`config.mk`:
```
export PLATFORM = sky130hd
export DESIGN_NAME = fetch_unit
export DESIGN_NICKNAME = d
export VERILOG_FILES = /design/src/rtl/fetch_unit.sv
export SDC_FILE = /design/constraint.sdc
export NUM_CORES = 1
export LEC_CHECK = 0
export CAP_MARGIN = 10
export CORE_UTILIZATION = 40
export CTS_CLUSTER_SIZE = 25
export DETAILED_ROUTE_END_ITERATION = 12
export PLACE_DENSITY = 0.69
export SLEW_MARGIN = 20
export SYNTH_ARGS = -nofsm -noshare
export SYNTH_HDL_FRONTEND = slang
export SYNTH_SLANG_ARGS = --single-unit
```
`constraint.sdc`:
```
create_clock -name i_clk -period 2.55 [get_ports i_clk]
set_clock_uncertainty 0.1 [all_clocks]
set_input_delay 0.255 -clock i_clk [delete_from_list [all_inputs] [get_ports i_clk]]
set_output_delay 0.255 -clock i_clk [all_outputs]
set_load 0.02 [all_outputs]
```
`src/rtl/fetch_unit.sv`:
```
// ---------------------------------------------------------------------------
// fetch_unit
//   Instruction fetch stage for the unpipelined MIPS core. Holds the fetch PC
//   and issues one request at a time to a variable-latency instruction memory.
//   Each fetched word is presented through a valid/ready handshake. On
//   consumption, the next PC is either PC+4 or the execute-stage target.
//   A flush restarts fetch at an arbitrary address. If a request is still
//   outstanding at that point, its response is dropped.
//
// Ports
//   i_clk, i_rst            clock, synchronous active-high reset
//   i_pcsrc, i_nextPC       next-PC select / target from execute
//   i_flush, i_flush_pc     restart fetch at i_flush_pc (highest priority)
//   o_imem_req/o_imem_addr  memory request, address held until ack
//   i_imem_ack/i_imem_data  memory response
//   o_valid, i_ready        output handshake
//   o_pc, o_instr           fetched instruction and its address
// ---------------------------------------------------------------------------
module fetch_unit #(
   parameter logic [31:0] RESET_PC = 32'h0000_0000
) (
   input  logic        i_clk,
   input  logic        i_rst,
   input  logic        i_pcsrc,
   input  logic [31:0] i_nextPC,
   input  logic        i_flush,
   input  logic [31:0] i_flush_pc,
   output logic        o_imem_req,
   output logic [31:0] o_imem_addr,
   input  logic        i_imem_ack,
   input  logic [31:0] i_imem_data,
   output logic        o_valid,
   input  logic        i_ready,
   output logic [31:0] o_pc,
   output logic [31:0] o_instr
);

   typedef enum logic [1:0] {
      FETCH = 2'd0,  // request to fetch_pc outstanding
      DROP  = 2'd1,  // abandoned request to req_addr still in flight
      OUT   = 2'd2   // instruction held on o_pc/o_instr
   } state_t;

   state_t      state, state_nxt;
   logic [31:0] fetch_pc, fetch_pc_nxt;
   logic [31:0] req_addr, req_addr_nxt;
   logic        capture;

   // Word-align incoming addresses. Masking keeps every input bit in use.
   logic [31:0] branch_pc, flush_pc, seq_pc;
   assign branch_pc = i_nextPC   & ~32'h3;
   assign flush_pc  = i_flush_pc & ~32'h3;
   assign seq_pc    = o_pc + 32'd4;   // wraps to 0 past 0xFFFF_FFFC

   // ---------------- state register ----------------
   always_ff @(posedge i_clk) begin
      if (i_rst) state <= FETCH;
      else       state <= state_nxt;
   end

   // ---------------- next state / datapath control ----------------
   always_comb begin
      state_nxt    = state;
      fetch_pc_nxt = fetch_pc;
      req_addr_nxt = req_addr;
      capture      = 1'b0;
      case (state)
         FETCH: begin
            if (i_flush) begin
               fetch_pc_nxt = flush_pc;
               if (!i_imem_ack) begin
                  // The bus still owes us a response for the old address.
                  // Keep that address on the bus until the response arrives.
                  req_addr_nxt = fetch_pc;
                  state_nxt    = DROP;
               end
            end else if (i_imem_ack) begin
               capture   = 1'b1;
               state_nxt = OUT;
            end
         end
         DROP: begin
            if (i_flush) fetch_pc_nxt = flush_pc;
            if (i_imem_ack) state_nxt = FETCH;
         end
         OUT: begin
            if (i_flush) begin
               // A same-cycle i_ready consumes the word, but the flush target
               // wins over any branch.
               fetch_pc_nxt = flush_pc;
               state_nxt    = FETCH;
            end else if (i_ready) begin
               fetch_pc_nxt = i_pcsrc ? branch_pc : seq_pc;
               state_nxt    = FETCH;
            end
         end
         default: state_nxt = FETCH;
      endcase
   end

   // ---------------- registers ----------------
   always_ff @(posedge i_clk) begin
      if (i_rst) begin
         fetch_pc <= RESET_PC;
         req_addr <= RESET_PC;
         o_pc     <= RESET_PC;
         o_instr  <= 32'h0;
      end else begin
         fetch_pc <= fetch_pc_nxt;
         req_addr <= req_addr_nxt;
         if (capture) begin
            o_pc    <= fetch_pc;
            o_instr <= i_imem_data;
         end
      end
   end

   // ---------------- outputs ----------------
   // These outputs are state-derived only, so there is no path from
   // i_imem_ack. The request is held low while reset is asserted.
   assign o_valid     = (state == OUT);
   assign o_imem_req  = !i_rst && (state != OUT);
   assign o_imem_addr = (state == DROP) ? req_addr : fetch_pc;

endmodule

```
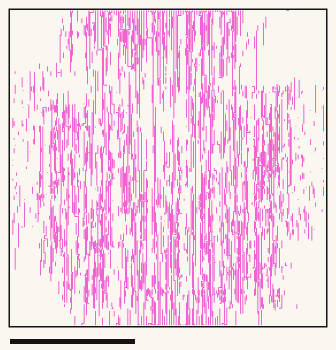
**Above:** run 1 (M2 wires).
Bar = 50 um.
wire length on this layer: 9660 um
nets with wire on the layer: 874
main direction: vertical
met2 usage: 41.24%
total wire length: 20360 um
Vias: 6466

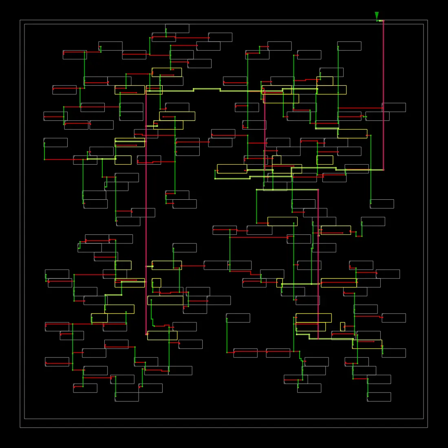
**Above:** run 1 (clock routing).
CTS Sinks: 130
CTS Buf Count: 17

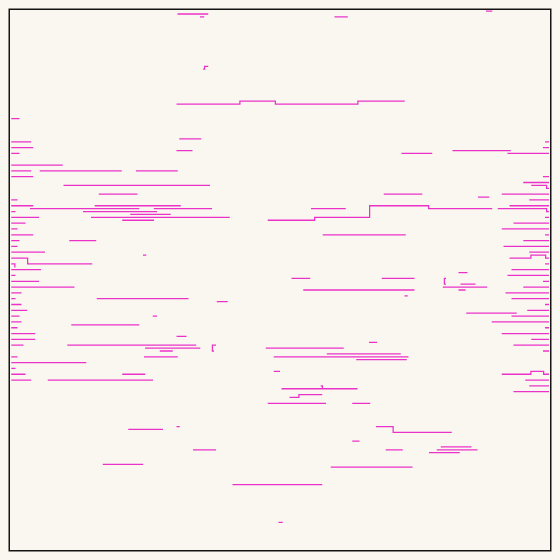
**Above:** run 1 (signal wires on met3).
main direction: horizontal
wire length on this layer: 1220 um
met3 global-route usage: 5.146%

==> impl_metrics.toml, run 1 <==
# synthesis and place-and-route metrics
[synth]
yosys.area.top_type = "dfxtp_1"
avgSynthCellArea_um2 = 7.747
async_flop_share_pct = 0
top_area_share_pct = 42.05
synth_area_mm2 = 0.006190
synth_cell_types = 57
topCellsByArea = "dfxtp_1, nand2_1, a21oi_1"
syn_inst = 799
edf_count = 0
ys_cells = 799

[final_timing]
period_minus_slack_ps = 2443
worst_slack_ps = 106.5
clock.fmax_ghz = 0.4093

[clock_tree]
clock_tree.buffer_depth = 2
clkTransAtPathRegs_ps = 60

[setup_path]
cp_max_fo = 16
cp-startpoint = "state[1]"
worstPathArrival_ps = 2090
cp-endpoint = "o_imem_addr[1]"

[run_status]
status = "complete, no violations"

[routing]
dr.pass1.iters = 9
vias_per_cell = 5.420
drtAntennaViolNets = 0
drt-initial-drc-count = 428

[power_and_ir_drop]
leakagePower_uw = 0.003586
peakVddDrop_v = 0.0005035

[layout]
final_nets = 1095
flop_area_mm2 = 0.002604
diodes = 0

[placed_design]
io_buffer_count = 195
finalWeightedCongestion = 0.8174

[grt]
grt_first_pass_wirelength_um = 31930

[die]
die_area_mm2 = 0.01598
ioPinCount = 200
die_y_um = 126.4
rows = 45

[hold_path]
hp-class = "primary input to register"
-- run 1: power breakdown --
group	leakage (uW)	internal [uW]	switching, uW
Combinational	0.00220	420	429
Clock	0.000329	1890	909
Sequential	0.00106	2120	74.2
Total	0.00359	4430	1410
-- run 1: repair_timing --
action	in CTS	in global routing
pin swaps	0	0
resized	2	25
endpoints found under the hold margin	0	0
hold buffers	0	0
endpoints found under the setup margin	22	31
-- run 1: layer usage --
metal	vias to the layer above	part of all wire, %	wire, um	GRT usage (%)
met4	0	1.5	314	8.079
met1	3081	45	9171	34.42
met5	-	0	0	0
li1	3144	-	-	-
met3	23	6.0	1221	5.146
met2	218	47	9656	41.24
-- run 1: critical path, cell delays in order, from the launching register on --
cell             delay [ps]
dfxtp_2                 380
nor2b_4                 160
buf_8                   200
mux2_2                  380
clkdlybuf4s50_1         540
-- run 1: stage by stage --
| step | utilization, % | total power [uW] | cells |
|---|---|---|---|
| after global placement | 56.25 | 3081 | 1161 |
| after detailed placement | 56.25 | 3087 | 1161 |
| after global routing | 61.22 | 6032 | 1193 |
| after CTS | 60.80 | 5868 | 1193 |
| after floorplan | - | 2635 | 799 |
| final | 61.22 | 5843 | 1193 |
-- run 1: kinds of logic after synthesis --
family                   share of synthesized area, %
AND/OR/NAND/NOR                                 25.07
AND-OR/OR-AND                                   18.80
flip-flops                                      42.05
buffers and inverters                           4.588
multiplexers                                    6.327
XOR/XNOR                                        2.971
adder cells (fa/ha/maj)                        0.2021
-- run 1: worst min path at each step --
stage	slack [ps]	from	depth (start not counted)	end
floorplan	230	i_flush	1	state[1]
global placement	340	req_addr[18]	2	req_addr[18]
detailed placement	340	req_addr[7]	2	req_addr[7]
CTS	190	i_rst	2	req_addr[6]
global route	210	i_rst	2	req_addr[6]
finish	200	i_rst	2	o_pc[15]
-- run 1: cells in the mapped netlist, types with 3 or more instances --
cell type,instances
nand3b_1,9
o21bai_1,3
o21ai_0,12
a211o_1,5
o31ai_1,4
nor4_1,4
o211ai_1,14
nand4_1,9
buf_1,6
inv_1,6
a31oi_1,6
nor2_1,24
xnor2_1,10
nor2b_1,3
a221oi_1,5
nand3_1,25
dfxtp_1,130
nand2_1,229
a21oi_1,132
a211oi_1,4
mux2_2,33
xor2_1,11
and3_1,4
clkbuf_1,58
nand2b_1,3
nor3_1,8
-- run 1: state kept, by name (all words and copies together), names as in the netlist --
name	cells
fetch_pc	32
o_instr	32
o_pc	32
req_addr	32
state	2
-- run 1: layout make-up --
type                       count  share of cell area (%)
sequential                   130                   28.08
clock inverter                 8                   1.835
tap                          188                   2.537
timing repair buffer         241                   25.77
inverter                       6                  0.2429
clock buffer                  24                   5.519
multi-input combinational    596                   36.01
## Run 2: what changed since run 1
==> constraint.sdc (replaced) <==
create_clock -name i_clk -period 3.15 [get_ports i_clk]
set_clock_uncertainty 0.1 [all_clocks]
set_input_delay 0.315 -clock i_clk [delete_from_list [all_inputs] [get_ports i_clk]]
set_output_delay 0.315 -clock i_clk [all_outputs]
set_load 0.02 [all_outputs]
==> run 2 against run 1 <==
Clock power down 29%; clock-buffer cell count did not move; largest cell class unchanged; sequential power shrank 18%; highest routed layer unchanged; non-clock buffer count decreased by 22; worst setup slack gained 80 ps; global-route usage shrank 0.95 points; power down 24%; largest power group unchanged; core utilization decreased by 2.4 points.
==> impl_metrics.toml, run 2 <==
# synthesis and place-and-route metrics
[run_status]
status = "complete, no violations"

[synth]
synth_cell_types = 57
avgSynthCellArea_um2 = 7.747
syn_inst = 799
edf_count = 0
netlist_top_cells_count = "nand2_1, a21oi_1, dfxtp_1"
async_flop_share_pct = 0
topCellsByArea = "dfxtp_1, nand2_1, a21oi_1"
top_area_share_pct = 42.05

[grt]
met1_usage_pct = 33.42
grt_first_pass_wirelength_um = 30500
grt_busiest_layer = "met2"

[routing]
drtAntennaViolNets = 0
vias_per_cell = 5.370

[clock_tree]
cts_buffers = 17
clock_sinks = 130
clock_tree.buffer_depth = 2
clkTransAtPathRegs_ps = 50
hold_buffers = 0

[layout]
flop_area_mm2 = 0.002603

[placed_design]
finalWeightedCongestion = 0.8210

[setup_path]
worst-path-buf-inv = 2
worstPathArrival_ps = 2550
crit_family = "buffers and inverters"
slowest_stage = "dfxtp_1"

[final_timing]
worst_slack_ps = 186.6
period_minus_slack_ps = 2963

[die]
rows = 45
ioPinCount = 200
die_y_um = 126.4

[hold_path]
hp-class = "primary input to register"
## run 2: final timing paths
path,from,endpoint,slack [ps],depth (start not counted)
setup reg to reg,state[1],fetch_pc[25],640,4
hold / removal,i_rst,req_addr[10],170,2
hold reg to reg,req_addr[10],req_addr[10],350,2
setup / recovery,state[0],o_imem_addr[1],190,4
## run 2: power by group
part           switching (uW)  leakage (uW)  internal (uW)
Clock                     686      0.000282           1290
Combinational             336       0.00173            326
Sequential               68.5       0.00106           1720
Total                    1090       0.00307           3330
## run 2: per-layer routing
layer | vias up | wire, um
met3 | 19 | 1125
met4 | 0 | 230
li1 | 3097 | -
met5 | - | 0
met2 | 214 | 9349
met1 | 2947 | 9065
## run 2: final cells by class
| type | count | area share [%] |
|---|---|---|
| diodes | 1 | 0.02807 |
| clock buffers | 24 | 5.403 |
| clock inverters | 5 | 1.151 |
| inverters | 6 | 0.2526 |
| multi-input cells | 596 | 37.45 |
| flip-flops and latches | 130 | 29.19 |
| well taps | 188 | 2.638 |
| repair buffers | 219 | 23.88 |
## run 2: cell families (layout without fill, tap and decap cells)
kind of cell	count (synthesis)	in the layout	synth area share, %
buffers and inverters	73	254	4.588
adder cells (fa/ha/maj)	1	1	0.2021
flip-flops	130	130	42.05
AND/OR/NAND/NOR	340	340	25.07
multiplexers	35	35	6.327
other	0	1	0
AND-OR/OR-AND	199	199	18.80
XOR/XNOR	21	21	2.971
## run 2: through the flow
stage,power (uW),instances,area [um^2]
4_1_cts,4451,1168,8914
3_5_place_dp,2477,1139,8329
5_1_grt,4590,1168,8914
6_report,4425,1169,8916
2_1_floorplan,2133,799,6190
3_3_place_gp,2472,1139,8329
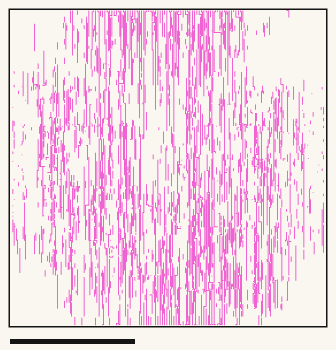
**Above:** run 2 (M2 wires).
Bar = 50 um.
wire length on this layer: 9350 um
share of all routed wire: 47%
nets with wire on the layer: 832

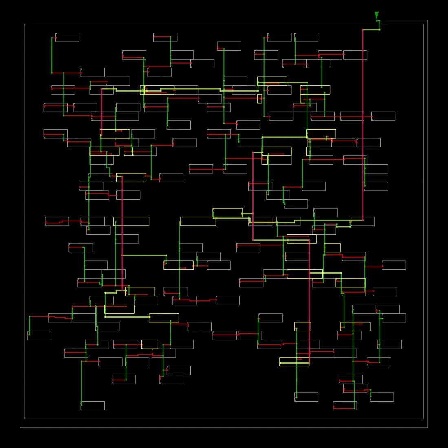
**Above:** run 2 (clock routing).
clk_buf instances: 24
flop count: 130

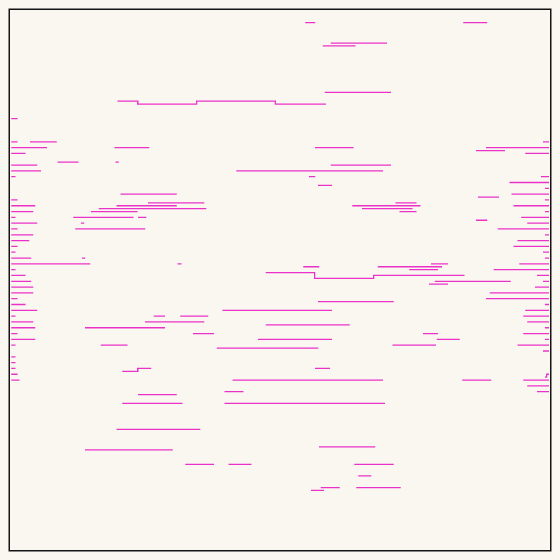
**Above:** run 2 (signal wires on met3).
share of all routed wire: 5.7%
main direction: horizontal
wire length on this layer: 1130 um
nets with wire on the layer: 117
longest straight run: 37.3 um
total wire length: 19770 um
Vias: 6277
met3 global-route usage: 4.513%

## Run 3: what changed since run 2
--- a/config.mk
+++ b/config.mk
@@ -6,10 +6,10 @@
 export NUM_CORES = 1
 export LEC_CHECK = 0
 export CAP_MARGIN = 10
-export CORE_UTILIZATION = 40
+export CORE_UTILIZATION = 35
 export CTS_CLUSTER_SIZE = 25
 export DETAILED_ROUTE_END_ITERATION = 12
-export PLACE_DENSITY = 0.69
+export PLACE_DENSITY = 0.61
 export SLEW_MARGIN = 20
 export SYNTH_ARGS = -nofsm -noshare
 export SYNTH_HDL_FRONTEND = slang
==> run 3 against run 2 <==
Critical path depth unchanged; hold slack better by 16 ps; combinational power hardly changed; critical path type unchanged; worst setup slack gained 44 ps; cell count is 3.1% higher; largest power group unchanged; sequential power about the same.
==> impl_metrics.toml, run 3 <==
# synthesis and place-and-route metrics
[run_status]
status = "complete, no violations"

[routing]
vias_per_cell = 5.121
drtAntennaViolNets = 0

[synth]
logic_family = "simple AND/OR/NAND/NOR gates"
async_flop_share_pct = 0
top_area_share_pct = 42.05
edf_count = 0
syn_inst = 799
simple_gate_area_share_pct = 25.07
topCellsByArea = "dfxtp_1, nand2_1, a21oi_1"
synth_cell_types = 57

[setup_path]
r2r_start = "o_pc[4]"
rrSetupSlack_ps = 720
r2r_cells = 5
r2r_end = "fetch_pc[25]"
slowest_stage = "dfxtp_1"

[grt]
grt_first_pass_wirelength_um = 31440

[clock_tree]
cts_buffers = 17
clkTransAtPathRegs_ps = 60

[die]
rows = 48

[hold_path]
min_path_cells = 2
hold_path_end = "o_pc[11]"
hp-class = "primary input to register"
min_from = "i_rst"

[power_and_ir_drop]
p_seq_share_pct = 41.8
internal_power_uw = 3147

[placed_design]
dp_cells = 1173

[layout]
flop_area_mm2 = 0.002603

[final_timing]
period_minus_slack_ps = 2919
## run 3: how the worst max path moves through the flow
stage                     startpoint         endpoint  slack [ps]  cells after the start
after detailed placement     i_flush     fetch_pc[15]         580                      4
final                       state[0]  o_imem_addr[17]         230                      4
after floorplan              o_pc[2]     fetch_pc[28]         800                      7
after global routing        state[0]   o_imem_addr[8]         120                      4
after global placement       i_flush     fetch_pc[16]         600                      5
after CTS                   state[0]  o_imem_addr[17]         210                      4
## run 3: metrics by stage
stage	area [um^2]	power (uW)	setup WS [ps]
final	8915	4272	230.6
after global placement	8373	2482	595.5
after detailed placement	8373	2484	581.0
after global routing	8915	4440	122.7
after floorplan	6190	2133	803.7
after CTS	8915	4315	208.0
## run 3: metal layers
| metal | track usage (%) | wire length (um) | vias up |
|---|---|---|---|
| met5 | 0 | 0 | - |
| met3 | 4.167 | 884 | 10 |
| li1 | - | - | 3099 |
| met1 | 31.50 | 10020 | 2907 |
| met4 | 4.931 | 185 | 0 |
| met2 | 34.82 | 9285 | 155 |
## run 3: power by group through the flow
stage / registers (uW) / logic, uW / clock network (uW)
global route: 1790 / 713 / 1930
finish: 1780 / 665 / 1820
CTS: 1780 / 669 / 1860
global placement: 1820 / 664 / 0
detailed placement: 1820 / 666 / 0
floorplan: 1830 / 299 / 0
## run 3: critical path: cells and delay by family, from the launching register on
family / cells / cell delay (ps)
muxes: 1 / 370
buffers and inverters: 2 / 880
DFF: 1 / 600
and+or+nand+nor: 1 / 230
## run 3: final cells by class
class | instances | area share (%)
Tap cell | 225 | 3.158
Multi-Input combinational cell | 596 | 37.46
Sequential cell | 130 | 29.19
Clock buffer | 23 | 5.137
Inverter | 6 | 0.2526
Timing Repair Buffer | 216 | 23.86
Clock inverter | 9 | 0.9404
## run 3: kinds of logic (layout without fill, tap and decap cells)
| logic type | Yosys count | in the layout |
|---|---|---|
| buffers and inverters | 73 | 254 |
| AND-OR/OR-AND | 199 | 199 |
| adder cells (fa/ha/maj) | 1 | 1 |
| XOR/XNOR | 21 | 21 |
| multiplexers | 35 | 35 |
| flip-flops | 130 | 130 |
| AND/OR/NAND/NOR | 340 | 340 |
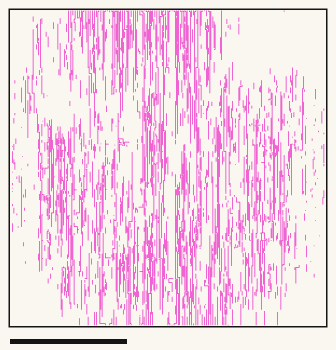
**Above:** run 3 (M2 wires).
Bar = 50 um.
wire length on this layer: 9290 um
main direction: vertical
nets with wire on the layer: 825
longest straight run: 42.8 um
share of all routed wire: 46%
met2 usage: 34.82%
total wire length: 20370 um
Vias: 6171

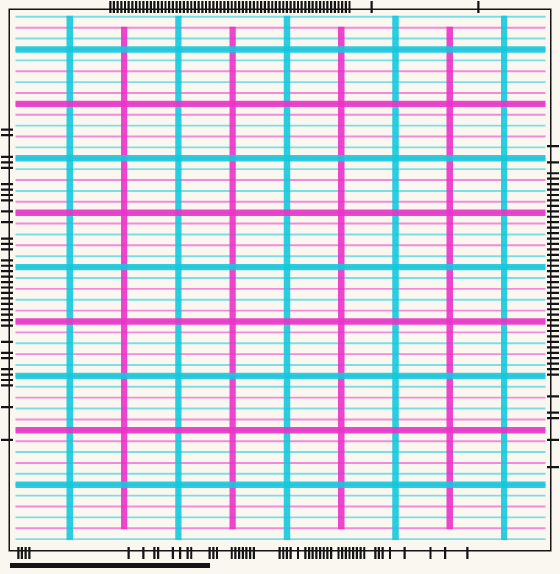
**Above:** run 3 (floorplan with the power grid).
Bar = 50 um. Pins as bars on the die edge.
[cyan] VSS
[magenta] VDD
signal pins: 200
rows: 48
IR drop worst, VDD: 0.0003694 V
die height: 135.0 um
Chip Width: 135.0 um

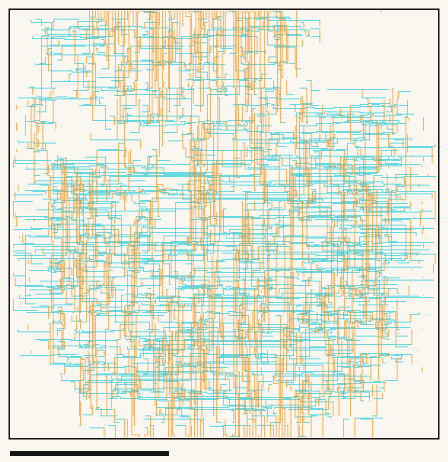
**Above:** run 3 (wiring by layer).
Bar = 50 um. Two of the layers only.
[orange] met2 | wire length: 9290 um
[cyan] met1 | wire length: 10000 um

Power and IR drop assume default switching activity.
